Signal wires on met3:
Scale bar: 20 um.
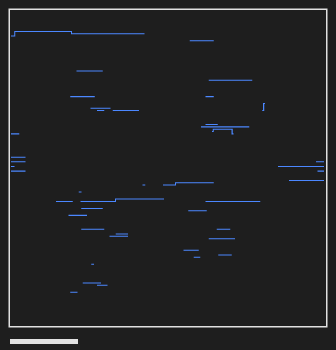
The clock network:
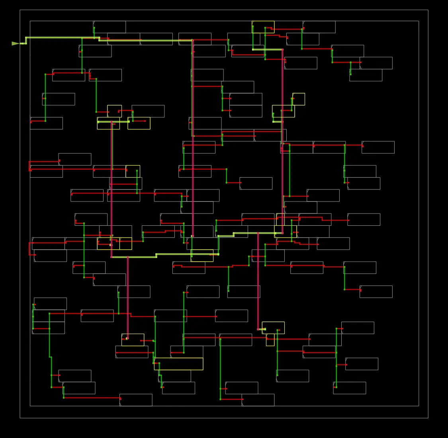
M1 wires:
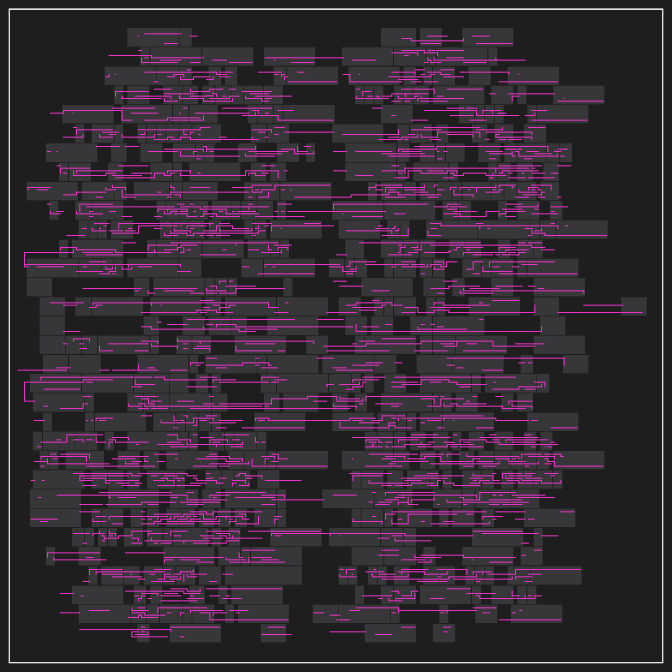
### config.mk
export PLATFORM = sky130hd
export DESIGN_NAME = operand_debounce
export DESIGN_NICKNAME = d
export VERILOG_FILES = /design/src/rtl/operand_debounce_pkg.sv /design/src/rtl/debounce_bit.sv /design/src/rtl/operand_debounce.sv
export SDC_FILE = /design/constraint.sdc
export NUM_CORES = 1
export LEC_CHECK = 0
export CAP_MARGIN = 15
export CORE_MARGIN = 2
export CORE_UTILIZATION = 55
export DETAILED_ROUTE_END_ITERATION = 10
export PLACE_DENSITY = 0.77
export SLEW_MARGIN = 25
export SYNTH_ARGS = -nofsm -noshare
export SYNTH_HDL_FRONTEND = slang
export SYNTH_HIERARCHICAL = 1
export SYNTH_SLANG_ARGS = --single-unit
### constraint.sdc
create_clock -name CLK -period 3.9 [get_ports CLK]
set_input_delay 0.78 -clock CLK [delete_from_list [all_inputs] [get_ports CLK]]
set_output_delay 0.78 -clock CLK [all_outputs]
set_load 0.03 [all_outputs]
### src/rtl/operand_debounce_pkg.sv
// Shared switch-debounce timing constants for switch-driven projects.
// The default CNT_MAX gives 10 ms at a 27 MHz system clock.
package operand_debounce_pkg;

    localparam int DEBOUNCE_CNT_MAX_DEFAULT = 270000;
    localparam int SYNC_DEPTH               = 2;

    // Counter width that can hold values 0..cnt_max. The result is never below 1.
    function automatic int cnt_width(input int cnt_max);
        int w;
        w = $clog2(cnt_max + 1);
        return (w < 1) ? 1 : w;
    endfunction

endpackage

### src/rtl/debounce_bit.sv
// Debounces one active-low switch. The path is a synchronizer, then a stability
// counter, then a registered stable level.
module debounce_bit
    import operand_debounce_pkg::*;
#(
    parameter int CNT_MAX = DEBOUNCE_CNT_MAX_DEFAULT
) (
    input  logic clk,
    input  logic rst,
    input  logic sw_n,
    output logic stable,
    output logic cnt_nz
);

    localparam int              CW       = cnt_width(CNT_MAX);
    localparam logic [CW-1:0]   CNT_LAST = CW'(CNT_MAX - 1);

    logic [SYNC_DEPTH-1:0] sync_q, sync_d;
    logic [CW-1:0]         cnt_q, cnt_d;
    logic                  stable_q, stable_d;
    logic                  level;

    assign level = sync_q[SYNC_DEPTH-1];

    // The counter reaches CNT_LAST and then accepts the new level on that edge.
    // Because of this, the counter never holds CNT_MAX and it cannot wrap.
    always_comb begin
        sync_d   = {sync_q[SYNC_DEPTH-2:0], sw_n};
        cnt_d    = '0;
        stable_d = stable_q;
        if (level != stable_q) begin
            if (cnt_q == CNT_LAST) begin
                stable_d = level;
            end else begin
                cnt_d = cnt_q + 1'b1;
            end
        end
    end

    always_ff @(posedge clk) begin
        if (rst) begin
            sync_q   <= '1;
            cnt_q    <= '0;
            stable_q <= 1'b1;
        end else begin
            sync_q   <= sync_d;
            cnt_q    <= cnt_d;
            stable_q <= stable_d;
        end
    end

    assign stable = stable_q;
    assign cnt_nz = (cnt_q != '0);

endmodule

### src/rtl/operand_debounce.sv
// Debounces the adder operand switches. OUT is the registered, inverted stable
// level of each switch. CHANGED and BUSY are reductions across all bits.
module operand_debounce
    import operand_debounce_pkg::*;
#(
    parameter int WIDTH   = 4,
    parameter int CNT_MAX = DEBOUNCE_CNT_MAX_DEFAULT
) (
    input  logic             CLK,
    input  logic             RST,
    input  logic [WIDTH-1:0] SW_N,
    output logic [WIDTH-1:0] OUT,
    output logic             CHANGED,
    output logic             BUSY
);

    logic [WIDTH-1:0] stable_vec;
    logic [WIDTH-1:0] cnt_nz_vec;

    logic [WIDTH-1:0] out_q, out_d;
    logic             changed_q, changed_d;
    logic             busy_q, busy_d;

    for (genvar i = 0; i < WIDTH; i++) begin : g_bit
        debounce_bit #(
            .CNT_MAX (CNT_MAX)
        ) u_bit (
            .clk    (CLK),
            .rst    (RST),
            .sw_n   (SW_N[i]),
            .stable (stable_vec[i]),
            .cnt_nz (cnt_nz_vec[i])
        );
    end

    // CHANGED is registered next to OUT, so it rises in the same cycle that OUT shows the new value.
    always_comb begin
        out_d     = ~stable_vec;
        changed_d = (out_d != out_q);
        busy_d    = |cnt_nz_vec;
    end

    always_ff @(posedge CLK) begin
        if (RST) begin
            out_q     <= '0;
            changed_q <= 1'b0;
            busy_q    <= 1'b0;
        end else begin
            out_q     <= out_d;
            changed_q <= changed_d;
            busy_q    <= busy_d;
        end
    end

    assign OUT     = out_q;
    assign CHANGED = changed_q;
    assign BUSY    = busy_q;

endmodule
==> flow_summary_export.csv <==
group,metric,value,unit
status,status,"complete, no violations",
floorplan,die_h,92.3,um
cells_and_area,finalNonFillerCells,608,
synth,top_cell_area_share,43.9,%
cells_and_area,final_cell_mix,"94 x dfxtp_1, 88 x nor2_1, 46 x xnor2_1",
placed_design,dpl.hpwl,5810,um
job,warnings,30,
floorplan,n_tap_cell,102,
synth,mux_area_share,0,%
power,power_frac_clock,39.4,%
synth,synth.avg_cell_area,8.66,um2
setup_path,cp.buffers_inverters,1,
cells_and_area,max_flop_register,"g_bit.u_bit/cnt_q",
cells_and_area,comb_area_share,48.6,%
floorplan,chip_area,0.00851,mm2
cells_and_area,comb_area,0.00226,mm2
placed_design,place.gp.congestion,0.878,
synth,ys_seq_share,43.9,%
power,p_total,1.65,mW
sta,fmax,451,MHz
cells_and_area,final_common_cell,"dfxtp_1",
sta,fin_crit_sh,56.9,%
route,antenna_left,0,
floorplan,io_pins,12,
cells_and_area,comb_cells,366,
cells_and_area,final_core_util,60.7,%
setup_path,rr_endpoint,"g_bit[2].u_bit/cnt_q[2]$_SDFF_PP0_",
cells_and_area,buffer_area_share,2.37,%
route,drt-vias-per-instance,5.66,
setup_path,startpoint,"OUT[0]$_SDFF_PP0_",
route,drt_iter0_drc,160,
synth,syn_area,0.00429,mm2
synth,simple_gate_area_share,31.8,%
sta,maxSlewViolCount,0,
route,drc,0,
grt,antenna_found_initial,0,
power,seq-power,968,uW
synth,top_cells_by_area,"dfxtp_1 44%, xnor2_1 9.4%, nor2_1 7.7%",
route,wl_met2,3910,um
synth,yosysWarnings,6,
cells_and_area,design_area,0.00464,mm2
synth,ys_area,0.00429,mm2
cells_and_area,diodes,0,
power,ir_worst_vdd,317,uV
power,leakagePower,1.34,nW
setup_path,rrSetupSlack,1.71,ns
placed_design,dp.cells,592,
setup_path,cp_top_family,"buffers and inverters",
cells_and_area,nets,515,
grt,grt_usage,20.8,%
synth,synth.distinct_cells,29,
sta,setup_slack,1.68,ns
sta,relSlewSlack,58.3,%
grt,grt_pass1_wl,14300,um
route,dr.pass1.iters,5,
route,highest_layer,"met4",
power,pwr-share-seq,58.8,%
synth,synthTopCellsByCount,"94 x dfxtp_1, 88 x nor2_1, 46 x xnor2_1",
placed_design,postPlaceCellArea,0.00445,mm2
synth,yosys_most_used_dff,"dfxtp_1",
setup_path,r2r_cells,4,
synth,syn_inst,495,
cells_and_area,regArea,0.00188,mm2
setup_path,crit_fanout,2,
cts,cts_buffer_depth,2,
cts,clk_latency,0.37,ns
sta,fin_hold_ws,0.424,ns
setup_path,slowest_delay,0.69,ns
synth,yosys.area.top_type,"dfxtp_1",
floorplan,fp_util,56.0,%
floorplan,fp-row-count,32,
sta,setup_viol,0,
cts,post-cts-setup-buffers,0,
synth,yosysCellCount,495,
power,p_switching,371,uW
power,comb_power,29.0,uW
cells_and_area,largest_reg_flops,76,
setup_path,setup.worst_path.end_class,"output port",
synth,yosys_register_bits,94,
floorplan,die_w,92.3,um
setup_path,cp_data_arrival_time,1.44,ns
cts,tritoncts,"done",
synth,synth_adder_area_share,2.34,%
cells_and_area,synthToLayoutAreaGrowth,8.38,%
min_path,holdPathEnd,"g_bit[1].u_bit/sync_q[1]$_SDFF_PP1_",
sta,tns,0,ns
power,p_clk,649,uW
synth,synth-edff-count,0,
cts,clk_pin_slew,0.09,ns
placed_design,pre_cts_ws,1.56,ns
power,p_int,1.28,mW
grt,overflow,0,
route,wl_met3,281,um
route,wl_per_cell,13.6,um
sta,finClkSkew,0.0115,ns
grt,met1_usage,27.2,%
floorplan,coreArea,0.00765,mm2
synth,logic_family,"simple AND/OR/NAND/NOR gates",
cts,post_cts_resize_count,0,
grt,top_usage_layer,"met2",
job,maxCapViolCount,0,
min_path,hold_start,"g_bit[1].u_bit/sync_q[0]$_SDFF_PP1_",
synth,top_cell,"dfxtp_1",
cells_and_area,clock_area_share,4.23,%
setup_path,worst-endpoint-required,3.12,ns
synth,synthArstFlopShare,0,%
setup_path,cp-endpoint,"OUT[0]",
setup_path,crit_type,"flop to output port",
sta,hold_viol_final,0,
cells_and_area,fillers,652,
placed_design,portBuffers,11,
sta,period_needed,2.22,ns
cells_and_area,largestClassByArea,"multi-input combinational cells",
grt,grt_pass1_vias,3171,
cells_and_area,signal_buffers,11,
cells_and_area,seq_share,40.5,%
setup_path,cp-start-kind,"flop",
setup_path,cp_slowest_cell,"clkdlybuf4s50_1",
route,m1WireLength,3930,um
## Picture notes: 'signal wires on met3'
The longest straight run is 21.2 um. The wires run mostly horizontal.
total length of routed wires: 8280 um
via count: 3439
grt met3 use: 3.62%

## Picture notes: 'the clock network'
Sink Count: 94
total CTS buffers: 9
sequential cell count: 94
Clock buffer cells: 9

## Picture notes: 'M1 wires'
The layer carries 3930 um of wire. The longest straight run is 26.2 um. The layer holds 47% of the routed length. The wires run mostly horizontal. 478 nets have wire on it.

Power figures rest on the tool's default switching activity, not on a simulated workload.
